**src/rtl/spi_cmd_rx.sv**
```systemverilog
// SPI mode-0 slave front end for the DDS command path: synchronises the pins into
// sys_clk, collects {cmd, data} frames, strobes them out and shifts the last good frame back on MISO.
module spi_cmd_rx #(
  parameter int CMD_WIDTH      = 8,
  parameter int DATAWORD_WIDTH = 16,
  parameter int SYNC_STAGES    = 2
) (
  input  logic                      sys_clk,
  input  logic                      rst_n,
  input  logic                      spi_sclk,
  input  logic                      spi_cs_n,
  input  logic                      spi_mosi,
  output logic                      spi_miso,
  output logic [CMD_WIDTH-1:0]      cmd_word,
  output logic [DATAWORD_WIDTH-1:0] data_word,
  output logic                      cmd_valid,
  output logic                      frame_err,
  output logic                      busy
);

  localparam int FRAME_LEN = CMD_WIDTH + DATAWORD_WIDTH;
  localparam int CNT_W     = $clog2(FRAME_LEN + 2);
  localparam logic [CNT_W-1:0] CNT_FULL = CNT_W'(FRAME_LEN);
  localparam logic [CNT_W-1:0] CNT_SAT  = CNT_W'(FRAME_LEN + 1);

  localparam logic [0:0] IDLE  = 1'b0;
  localparam logic [0:0] SHIFT = 1'b1;

  logic [SYNC_STAGES-1:0] sclk_sync;
  logic [SYNC_STAGES-1:0] cs_sync;
  logic [SYNC_STAGES-1:0] mosi_sync;
  logic                   sclk_hist;
  logic                   cs_hist;

  logic sclk_rise_q;
  logic sclk_fall_q;
  logic cs_fall_q;
  logic cs_rise_q;
  logic mosi_q;

  logic [0:0]           state;
  logic [FRAME_LEN-1:0] shift_reg;
  logic [FRAME_LEN-1:0] miso_shift;
  logic [FRAME_LEN-1:0] readback;
  logic [CNT_W-1:0]     bit_cnt;
  logic                 commit_ok;
  logic                 commit_err;

  logic sclk_s;
  logic cs_s;
  logic mosi_s;

  assign sclk_s = sclk_sync[SYNC_STAGES-1];
  assign cs_s   = cs_sync[SYNC_STAGES-1];
  assign mosi_s = mosi_sync[SYNC_STAGES-1];

  // CS_N chain resets high so reset release never looks like a frame start
  always_ff @(posedge sys_clk or negedge rst_n) begin
    if (!rst_n) begin
      sclk_sync <= '0;
      cs_sync   <= '1;
      mosi_sync <= '0;
      sclk_hist <= 1'b0;
      cs_hist   <= 1'b1;
    end else begin
      sclk_sync <= {sclk_sync[SYNC_STAGES-2:0], spi_sclk};
      cs_sync   <= {cs_sync[SYNC_STAGES-2:0], spi_cs_n};
      mosi_sync <= {mosi_sync[SYNC_STAGES-2:0], spi_mosi};
      sclk_hist <= sclk_s;
      cs_hist   <= cs_s;
    end
  end

  // Registered edge pulses; MOSI travels with them so a rise sees its own data bit
  always_ff @(posedge sys_clk or negedge rst_n) begin
    if (!rst_n) begin
      sclk_rise_q <= 1'b0;
      sclk_fall_q <= 1'b0;
      cs_fall_q   <= 1'b0;
      cs_rise_q   <= 1'b0;
      mosi_q      <= 1'b0;
    end else begin
      sclk_rise_q <= ~sclk_hist & sclk_s;
      sclk_fall_q <= sclk_hist & ~sclk_s;
      cs_fall_q   <= cs_hist & ~cs_s;
      cs_rise_q   <= ~cs_hist & cs_s;
      mosi_q      <= mosi_s;
    end
  end

  always_ff @(posedge sys_clk or negedge rst_n) begin
    if (!rst_n) begin
      state      <= IDLE;
      shift_reg  <= '0;
      miso_shift <= '0;
      readback   <= '0;
      bit_cnt    <= '0;
      commit_ok  <= 1'b0;
      commit_err <= 1'b0;
      cmd_word   <= '0;
      data_word  <= '0;
      cmd_valid  <= 1'b0;
      frame_err  <= 1'b0;
    end else begin
      commit_ok  <= 1'b0;
      commit_err <= 1'b0;
      cmd_valid  <= 1'b0;
      frame_err  <= 1'b0;

      if (commit_ok) begin
        cmd_word  <= shift_reg[FRAME_LEN-1:DATAWORD_WIDTH];
        data_word <= shift_reg[DATAWORD_WIDTH-1:0];
        readback  <= shift_reg;
        cmd_valid <= 1'b1;
      end
      if (commit_err) begin
        frame_err <= 1'b1;
      end

      case (state)
        IDLE: begin
          if (cs_fall_q) begin
            state      <= SHIFT;
            shift_reg  <= '0;
            bit_cnt    <= '0;
            // a frame committing this same cycle is the one to read back
            miso_shift <= commit_ok ? shift_reg : readback;
          end
        end
        SHIFT: begin
          if (cs_rise_q) begin
            state      <= IDLE;
            commit_ok  <= (bit_cnt == CNT_FULL);
            commit_err <= (bit_cnt != CNT_FULL);
          end else begin
            if (sclk_rise_q) begin
              shift_reg <= {shift_reg[FRAME_LEN-2:0], mosi_q};
              if (bit_cnt != CNT_SAT) begin
                bit_cnt <= bit_cnt + CNT_W'(1);
              end
            end
            if (sclk_fall_q) begin
              miso_shift <= {miso_shift[FRAME_LEN-2:0], 1'b0};
            end
          end
        end
        default: state <= IDLE;
      endcase
    end
  end

  assign busy     = (state == SHIFT);
  assign spi_miso = busy & miso_shift[FRAME_LEN-1];

endmodule

```
**config.mk**
```make
export PLATFORM = sky130hd
export DESIGN_NAME = spi_cmd_rx
export DESIGN_NICKNAME = d
export VERILOG_FILES = /design/src/rtl/spi_cmd_rx.sv
export SDC_FILE = /design/constraint.sdc
export NUM_CORES = 1
export LEC_CHECK = 0
export ABC_CLOCK_PERIOD_IN_PS = 1200
export CAP_MARGIN = 20
export CORE_MARGIN = 8
export CORE_UTILIZATION = 42
export DETAILED_ROUTE_END_ITERATION = 12
export GPL_ROUTABILITY_DRIVEN = 0
export PLACE_DENSITY = 0.63
export REMOVE_ABC_BUFFERS = 1
export SYNTH_ARGS = -nofsm -noshare
export SYNTH_HDL_FRONTEND = slang
export SYNTH_SLANG_ARGS = --single-unit
```
**constraint.sdc**
```tcl
create_clock -name sys_clk -period 1.2 [get_ports sys_clk]
set_input_delay 0.24 -clock sys_clk [delete_from_list [all_inputs] [get_ports sys_clk]]
set_output_delay 0.24 -clock sys_clk [all_outputs]
set_load 0.05 [all_outputs]
```
**I/O pins on the die edge**

Pins as bars across the die edge, other pins in gray.
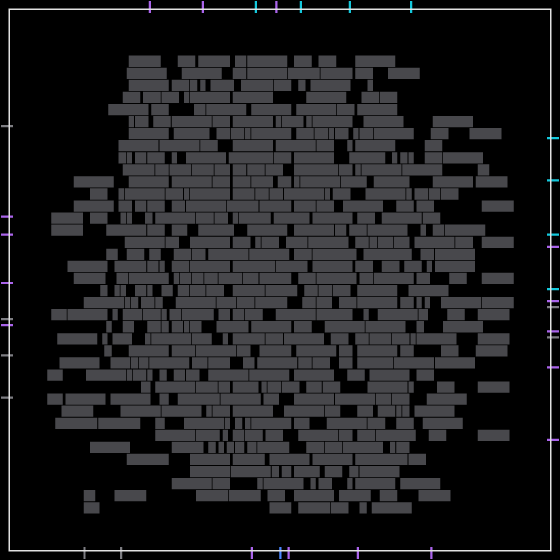
blue -> `frame_err`  # pins 1, direction output, edge bottom
purple -> `data_word`  # pins 16, direction output, edge 5 right, 4 left, 4 bottom, 3 top
cyan -> `cmd_word`  # pins 8, direction output, edge 4 top, 4 right
all pins by edge = 11 right, 8 left, 7 bottom, 7 top

**Selected gate families**

The bar under the picture is 20 um long.
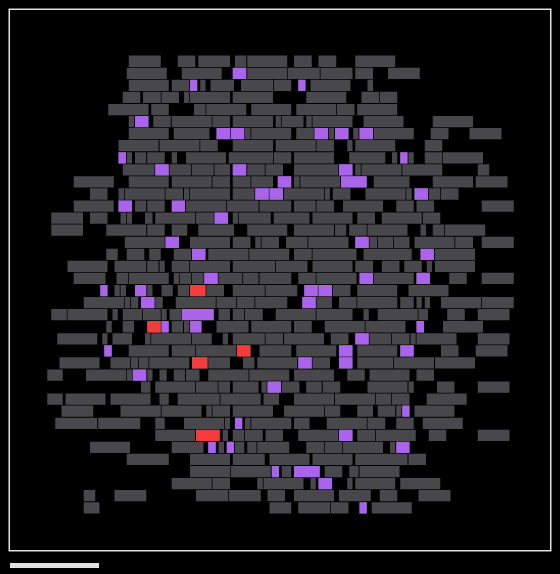
red -> AND-OR and OR-AND gates  # cells 5
purple -> inverting AOI/OAI gates  # cells 57

**Signal wires by layer**

Two of the layers only.
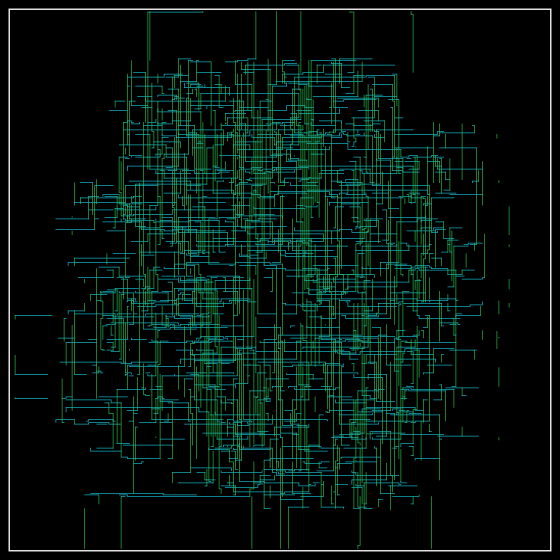
cyan -> met1  # wire length 4660 um
green -> met2  # wire length 5820 um

**Clock nets**

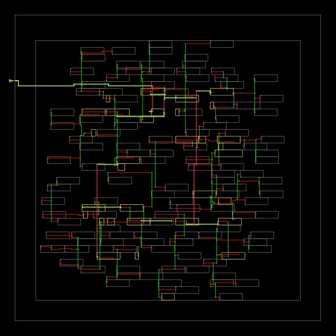
# clock sinks: 119
P_clk: 4.59 mW

**Where the registers sit**

The bar under the picture is 20 um long. Other sequential cells in the stronger gray, the rest of the logic in the fainter gray.
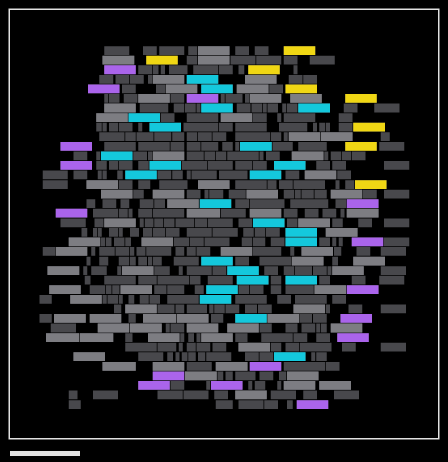
yellow -> `cmd_word`  # placed flops 8
cyan -> `miso_shift`  # placed flops 24
purple -> `data_word`  # placed flops 16, where all over the die
not colored = 71

==> GITHUB_STEP_SUMMARY <==
### Flow metrics

| Metric | Value |
|---|---|
| Routed Antenna Nets | `0` |
| XOR/XNOR Fraction of Synth Area | `0%` |
| Post-route DRC | `0` |
| CTS Buf Count | `17` |
| Critical path endpoint category | `register` |
| Final Skew | `just over 7 ps` |
| Worst Setup Start Kind | `register` |
| Placed Area | `5650 um2` |
| Antenna violations before repair | `0` |
| Worst EP arrival | `a little over 2000 ps` |
| Aoi share | `under 10%` |
| Grt ovf | `0` |
| Root Buffer | `clkbuf_8` |
| R2r startpoint | `busy$_DFF_PN0_` |
| Comb area leader | `multiplexers` |
| Register area share after synthesis | `around 64%` |
| Yosys cell count | `approximately 380` |
| # IOs | `33` |
| Max Clock Freq | `slightly above 600 MHz` |
| Die height | `roughly 120 um` |
| Status | `finished, violations left` |
| Worst Path Required | `between 1500 and 2000 ps` |
| Share of cells above drive strength 1 | `around 55%` |
| Avg Cell Area, Syn | `around 12 um2` |
| Insertion Delay late pin | `510 ps` |
| Clock-pin slew on the worst setup and hold paths | `60 ps` |
| Yosys cell types | `37` |
| Tcrit/Tclk final | `135%` |
| Crit path max fanout | `5` |
| Tool warnings | `29` |
| Failing checks | `setup timing` |
| YS warnings | `0` |
| Die Wd | `around 120 um` |
| Final Hold Violation Tally | `0` |
| Cell taking the most area after synthesis | `dfrtp_1` |
| DP Worst Slack | `-168 ps` |
| Biggest area cells | `dfrtp_1, mux2_2, mux2i_1` |
| Setup WS post-layout | `-422 ps` |
| Dpl hpwl | `roughly 5400 um` |
| # nets final | `between 400 and 500` |
| Port bufs | `32` |
| Pwr dens | `approximately 1700 nW/um2` |
| Drt wl/cell | `around 18 um` |
| Slew HR | `between 80% and 90%` |
| Via density | `~5.2` |
| Area share, top type | `approximately three fifths` |
| Final setup fails | `around 86` |
==> power by group <==
group	switching [mW]	internal (mW)	total, mW
Combinational	1.29	1.41	2.69
Sequential	0.480	4.42	4.90
Clock	1.70	2.89	4.59
Total	3.46	8.72	12.2
==> final cells by class <==
type / instances / area (um2)
multi-input cells: 231 / 2090
clock inverters: 8 / 72.6
inverters: 7 / 38.8
repair buffers: 89 / 1400
well taps: 140 / 175
clock buffers: 24 / 470
fillers: 720 / 3650
flip-flops and latches: 119 / 2980
==> critical path: stages (launching register included) <==
cell	delay, ps
dfrtp_2	430
buf_6	130
buf_6	120
and3b_4	190
nor2_4	170
buf_6	120
nor4_2	30
a311o_1	310
==> final timing paths <==
check,cells past startpoint,end,slack [ps]
worst max-delay path,7,bit_cnt[3]$_DFFE_PN0P_,-420
worst max register to register,7,bit_cnt[3]$_DFFE_PN0P_,-420
max in group asynchronous,3,commit_ok$_DFF_PN0_,530
min in group asynchronous,2,sclk_sync[1]$_DFF_PN0_,160
worst min-delay path,1,cs_sync[0]$_DFF_PN1_,140
worst min register to register,0,mosi_q$_DFF_PN0_,350
==> layer usage <==
| metal | global-route usage, % | up-vias | share of wire [%] |
|---|---|---|---|
| li1 | - | 1472 | - |
| met1 | 17.9 | 1667 | 42 |
| met2 | 24.0 | 70 | 52 |
| met3 | 5.92 | 26 | 4.7 |
| met4 | 5.17 | 0 | 1.8 |
| met5 | 0 | - | 0 |
==> placed cells by master (no fill, tap or decap), types with 6 or more instances in the layout <==
master	count
a21oi_2	21
buf_12	43
buf_4	22
buf_6	11
clkbuf_16	18
dfrtp_1	114
inv_1	6
mux2_2	46
mux2i_1	11
mux2i_4	7
nand2_1	45
nand2_4	8
nor2_4	23
o21ai_1	12
o21ai_2	16
No activity file was given, so power comes from the tool's default toggle rates.
